`src/rtl/dm_access_ctrl_if.sv`:
```
// Bundle of the request/response handshake and the data-memory port
// driven by dm_access_ctrl.
interface dm_access_ctrl_if;
  // Requester side
  logic        req;
  logic [2:0]  op;
  logic [31:0] addr;
  logic [31:0] wdata;
  logic [31:0] pc_in;
  logic        busy;
  logic        done;
  logic        err;
  logic [31:0] rdata;
  // Data-memory side
  logic        dm_we;
  logic [31:0] dm_a;
  logic [31:0] dm_wd;
  logic [31:0] dm_rd;
  logic [31:0] dm_pc;

  // Controller view
  modport slave (
    input  req, op, addr, wdata, pc_in, dm_rd,
    output busy, done, err, rdata, dm_we, dm_a, dm_wd, dm_pc
  );

  // Environment view (datapath plus memory)
  modport master (
    output req, op, addr, wdata, pc_in, dm_rd,
    input  busy, done, err, rdata, dm_we, dm_a, dm_wd, dm_pc
  );
endinterface

```
`src/rtl/dm_access_ctrl.sv`:
```
// Data-memory access controller: one load/store at a time, sub-word
// stores done as read-modify-write, sub-word loads extended.
// All outputs are registered so the DM address/data never glitch.
module dm_access_ctrl (
  input  logic           clk,
  input  logic           reset,
  dm_access_ctrl_if.slave bus
);

  localparam logic [2:0] OP_LW  = 3'b000;
  localparam logic [2:0] OP_LH  = 3'b001;
  localparam logic [2:0] OP_LHU = 3'b010;
  localparam logic [2:0] OP_LB  = 3'b011;
  localparam logic [2:0] OP_LBU = 3'b100;
  localparam logic [2:0] OP_SW  = 3'b101;
  localparam logic [2:0] OP_SH  = 3'b110;
  localparam logic [2:0] OP_SB  = 3'b111;

  typedef enum logic [1:0] {S_IDLE, S_RD, S_WR, S_DONE} state_t;

  state_t      r_state;
  logic [2:0]  r_op_q;
  logic [31:0] r_addr_q;
  logic [31:0] r_wdata_q;
  logic [31:0] r_pc_q;
  logic [31:0] r_word_q;
  logic        r_err_q;
  logic        r_busy;
  logic        r_done;
  logic        r_err;
  logic [31:0] r_rdata;
  logic        r_dm_we;
  logic [31:0] r_dm_a;
  logic [31:0] r_dm_wd;

  logic        w_misalign;
  logic        w_is_load_q;
  logic [15:0] w_half;
  logic [7:0]  w_byte;
  logic [31:0] w_load_ext;
  logic [31:0] w_merge_wd;

  // Alignment check on the incoming request (only meaningful in IDLE)
  always_comb begin
    w_misalign = 1'b0;
    case (bus.op)
      OP_LW, OP_SW:         w_misalign = (bus.addr[1:0] != 2'b00);
      OP_LH, OP_LHU, OP_SH: w_misalign = bus.addr[0];
      default:              w_misalign = 1'b0;
    endcase
  end

  assign w_is_load_q = (r_op_q == OP_LW) || (r_op_q == OP_LH) || (r_op_q == OP_LHU) ||
                       (r_op_q == OP_LB) || (r_op_q == OP_LBU);

  // Lane select and sign/zero extension of the word being read this cycle
  always_comb begin
    w_half = r_addr_q[1] ? bus.dm_rd[31:16] : bus.dm_rd[15:0];
    case (r_addr_q[1:0])
      2'd0:    w_byte = bus.dm_rd[7:0];
      2'd1:    w_byte = bus.dm_rd[15:8];
      2'd2:    w_byte = bus.dm_rd[23:16];
      default: w_byte = bus.dm_rd[31:24];
    endcase
    case (r_op_q)
      OP_LH:   w_load_ext = {{16{w_half[15]}}, w_half};
      OP_LHU:  w_load_ext = {16'h0000, w_half};
      OP_LB:   w_load_ext = {{24{w_byte[7]}}, w_byte};
      OP_LBU:  w_load_ext = {24'h000000, w_byte};
      default: w_load_ext = bus.dm_rd;
    endcase
  end

  // Merge store data into the word being read (little-endian lanes)
  always_comb begin
    w_merge_wd = bus.dm_rd;
    if (r_op_q == OP_SH) begin
      if (r_addr_q[1]) w_merge_wd[31:16] = r_wdata_q[15:0];
      else             w_merge_wd[15:0]  = r_wdata_q[15:0];
    end else begin
      case (r_addr_q[1:0])
        2'd0:    w_merge_wd[7:0]   = r_wdata_q[7:0];
        2'd1:    w_merge_wd[15:8]  = r_wdata_q[7:0];
        2'd2:    w_merge_wd[23:16] = r_wdata_q[7:0];
        default: w_merge_wd[31:24] = r_wdata_q[7:0];
      endcase
    end
  end

  // Access FSM; outputs are set for the state being entered
  always_ff @(posedge clk or negedge reset) begin
    if (!reset) begin
      r_state   <= S_IDLE;
      r_op_q    <= 3'd0;
      r_addr_q  <= 32'd0;
      r_wdata_q <= 32'd0;
      r_pc_q    <= 32'd0;
      r_word_q  <= 32'd0;
      r_err_q   <= 1'b0;
      r_busy    <= 1'b0;
      r_done    <= 1'b0;
      r_err     <= 1'b0;
      r_rdata   <= 32'd0;
      r_dm_we   <= 1'b0;
      r_dm_a    <= 32'd0;
      r_dm_wd   <= 32'd0;
    end else begin
      r_done  <= 1'b0;
      r_err   <= 1'b0;
      r_dm_we <= 1'b0;
      r_dm_a  <= 32'd0;
      r_dm_wd <= 32'd0;
      case (r_state)
        S_IDLE: begin
          if (bus.req) begin
            r_op_q    <= bus.op;
            r_addr_q  <= bus.addr;
            r_wdata_q <= bus.wdata;
            r_pc_q    <= bus.pc_in;
            r_err_q   <= w_misalign;
            r_busy    <= 1'b1;
            if (w_misalign) begin
              r_state <= S_DONE;
              r_done  <= 1'b1;
              r_err   <= 1'b1;
            end else if (bus.op == OP_SW) begin
              r_state <= S_WR;
              r_dm_we <= 1'b1;
              r_dm_a  <= {bus.addr[31:2], 2'b00};
              r_dm_wd <= bus.wdata;
            end else begin
              r_state <= S_RD;
              r_dm_a  <= {bus.addr[31:2], 2'b00};
            end
          end
        end
        S_RD: begin
          r_word_q <= bus.dm_rd;
          if (w_is_load_q) begin
            r_state <= S_DONE;
            r_done  <= 1'b1;
            r_rdata <= w_load_ext;
          end else begin
            r_state <= S_WR;
            r_dm_we <= 1'b1;
            r_dm_a  <= {r_addr_q[31:2], 2'b00};
            r_dm_wd <= w_merge_wd;
          end
        end
        S_WR: begin
          r_state <= S_DONE;
          r_done  <= 1'b1;
          r_err   <= r_err_q;
        end
        default: begin
          r_state <= S_IDLE;
          r_busy  <= 1'b0;
        end
      endcase
    end
  end

  assign bus.busy  = r_busy;
  assign bus.done  = r_done;
  assign bus.err   = r_err;
  assign bus.rdata = r_rdata;
  assign bus.dm_we = r_dm_we;
  assign bus.dm_a  = r_dm_a;
  assign bus.dm_wd = r_dm_wd;
  assign bus.dm_pc = r_pc_q;

endmodule

```
`src/flat_wrapper.sv`:
```
// flat-port wrapper written by rule: the top's interface ports become plain ports
module dm_access_ctrl_flat 
  (clk, reset, bus_req, bus_op, bus_addr, bus_wdata, bus_pc_in, bus_dm_rd, bus_busy, bus_done, bus_err, bus_rdata, bus_dm_we, bus_dm_a, bus_dm_wd, bus_dm_pc);
  dm_access_ctrl_if bus_i ();
  input  logic clk;
  input  logic reset;
  input wire logic [$bits(bus_i.req)-1:0] bus_req;
  input wire logic [$bits(bus_i.op)-1:0] bus_op;
  input wire logic [$bits(bus_i.addr)-1:0] bus_addr;
  input wire logic [$bits(bus_i.wdata)-1:0] bus_wdata;
  input wire logic [$bits(bus_i.pc_in)-1:0] bus_pc_in;
  input wire logic [$bits(bus_i.dm_rd)-1:0] bus_dm_rd;
  output wire logic [$bits(bus_i.busy)-1:0] bus_busy;
  output wire logic [$bits(bus_i.done)-1:0] bus_done;
  output wire logic [$bits(bus_i.err)-1:0] bus_err;
  output wire logic [$bits(bus_i.rdata)-1:0] bus_rdata;
  output wire logic [$bits(bus_i.dm_we)-1:0] bus_dm_we;
  output wire logic [$bits(bus_i.dm_a)-1:0] bus_dm_a;
  output wire logic [$bits(bus_i.dm_wd)-1:0] bus_dm_wd;
  output wire logic [$bits(bus_i.dm_pc)-1:0] bus_dm_pc;
  assign bus_i.req = bus_req;
  assign bus_i.op = bus_op;
  assign bus_i.addr = bus_addr;
  assign bus_i.wdata = bus_wdata;
  assign bus_i.pc_in = bus_pc_in;
  assign bus_i.dm_rd = bus_dm_rd;
  assign bus_busy = bus_i.busy;
  assign bus_done = bus_i.done;
  assign bus_err = bus_i.err;
  assign bus_rdata = bus_i.rdata;
  assign bus_dm_we = bus_i.dm_we;
  assign bus_dm_a = bus_i.dm_a;
  assign bus_dm_wd = bus_i.dm_wd;
  assign bus_dm_pc = bus_i.dm_pc;
  dm_access_ctrl u_core (.clk(clk), .reset(reset), .bus(bus_i));
endmodule
```
`config.mk`:
```
export PLATFORM = sky130hd
export DESIGN_NAME = dm_access_ctrl_flat
export DESIGN_NICKNAME = d
export VERILOG_FILES = /design/src/rtl/dm_access_ctrl_if.sv /design/src/rtl/dm_access_ctrl.sv /design/src/flat_wrapper.sv
export SDC_FILE = /design/constraint.sdc
export NUM_CORES = 1
export LEC_CHECK = 0
export CORE_AREA = 2 2 138 174
export DETAILED_ROUTE_END_ITERATION = 8
export DIE_AREA = 0 0 140 176
export GPL_TIMING_DRIVEN = 0
export PLACE_DENSITY_LB_ADDON = 0.3
export REMOVE_ABC_BUFFERS = 1
export SLEW_MARGIN = 25
export SYNTH_ARGS = -nofsm -noshare
export SYNTH_HDL_FRONTEND = slang
export SYNTH_SLANG_ARGS = --single-unit
```
`constraint.sdc`:
```
create_clock -name clk -period 2.3 [get_ports clk]
set_input_delay 0.46 -clock clk [delete_from_list [all_inputs] [get_ports clk]]
set_output_delay 0.46 -clock clk [all_outputs]
set_load 0.05 [all_outputs]
```
### The metal 1 layer

Bar = 50 um.
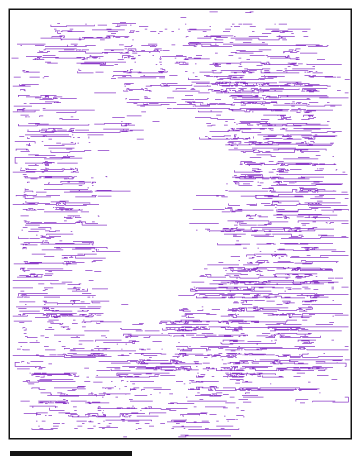
share of all routed wire	40%
main direction	horizontal
wire length on this layer	9830 um
nets with wire on the layer	973
longest straight run	33.1 um
vias: 6737
Detailed Route WL: 24.5 mm
M1 GR Usage: 24.2%

### The metal 2 layer

Bar = 50 um.
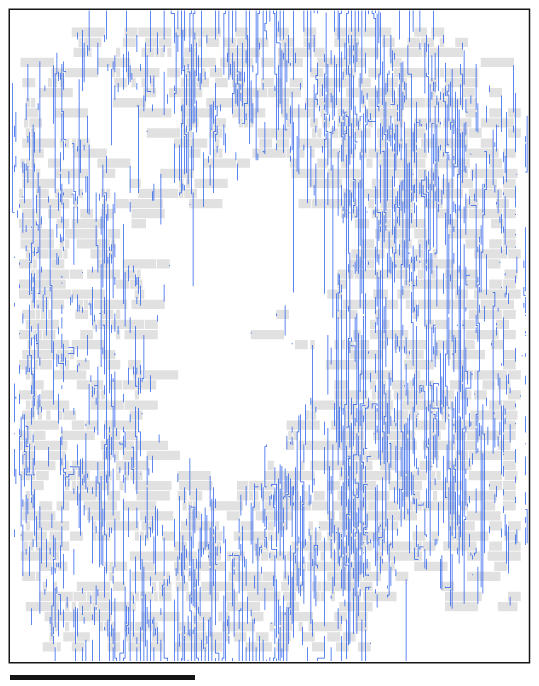
longest straight run	69.7 um
share of all routed wire	49%
grt met2 use: 34.2%

==> CHANGELOG.md <==
## Implementation

* Most numerous logic cells after layout: clkdlybuf4s50_1 (262), nand2_1 (260), dfrtp_1 (181)
* CP max-delay cell: dfrtp_2
* # DRC at 42
* WL met3 at 1.87 mm
* Post-synth EDFFs at 0
* Detail Placement HPWL at 16.8 mm
* Unique cell types at 51
* Post-cts sizing count at 6
* Average wire per standard cell at 18.9 um
* Num ports at 266
* Non-clk invs at 5
* TritonCTS Buffers at 17
* Failing checks: design-rule violations
* Final setup viols at 0
* Init Core Util at 34.8%
* Ratio of cells with drive above 1 in the final layout at 8.33%
* Nonclk buf count at 273
* Crit path launch type: flip-flop
* Min-delay src: u_core.bus.dm_pc[27]
* Top logic family: simple AND/OR/NAND/NOR gates
* Compound Share, Synth at 15.3%
* Clk_skew at 0.0132 ns
* Reg2reg setup slack at 0.11 ns
* # port buffers at 263
* Yosys stat cell total at 757
* GP Congestion at 0.802
* Core area at 22900 um^2
* XOR/XNOR Area Share at 0.110%
* Max-slew violations at 0
* Tap Cells at 288
* Post-Synth Simple-Gate Area at 15.7%
* Met3 GRT Util at 5.59%
* Placed Cells at 1259
* Count leader, synth: nand2_1
* Status: complete, but fails checks
* Worst flop-to-flop path startpoint: u_core.r_addr_q[0]
* # diodes at 1
* Least-Margin Pin Slew at 0.968 ns
* Hold Path Class: flip-flop to flip-flop
* Post-CTS setup buffers at 3
* CP max stage delay at 0.60 ns
* Clock Path Buffers at 2
* Main area contributors: dfrtp_1 (58%), nand2_1 (12%), a32o_1 (3.8%), o22ai_1 (3.0%), mux4_2 (2.5%)
* Asr flop ratio synth at 100%
* Fmax at 0.457 GHz
* Yosys Chip Area at 7960 um^2
* Hold_buf cts at 1
* Mux area share at 6.81%
* Worst r2r path cells at 4
* Gr ovfl total at 0
* CP Class: flip-flop to flip-flop
* Logic area at 3140 um^2
* Antenna Violating Nets Remaining at 0
* DR vias/cell at 5.19
* P_comb at 8.43 mW
* Die Wd at 140 um
* Sequential power at 5.31 mW
* DR iter-0 viols at 549
* # Max-Cap Violations at 0
* Die span in y at 176 um
* CP delay by family, top: flip-flops
* Max-area cell share at 57.8%
* YS warnings at 0
* PnR worst setup slack at 0.114 ns
* Fill cells at 2095
* Clock network power at 2.95 mW
* Wl on met1 at 9.83 mm
* Yosys adder share at 0.629%
* Hold Fails Final Rpt at 0
* Leak pwr at 5.15 nW
* Total track usage at 20.0%
Power and IR drop assume default switching activity.
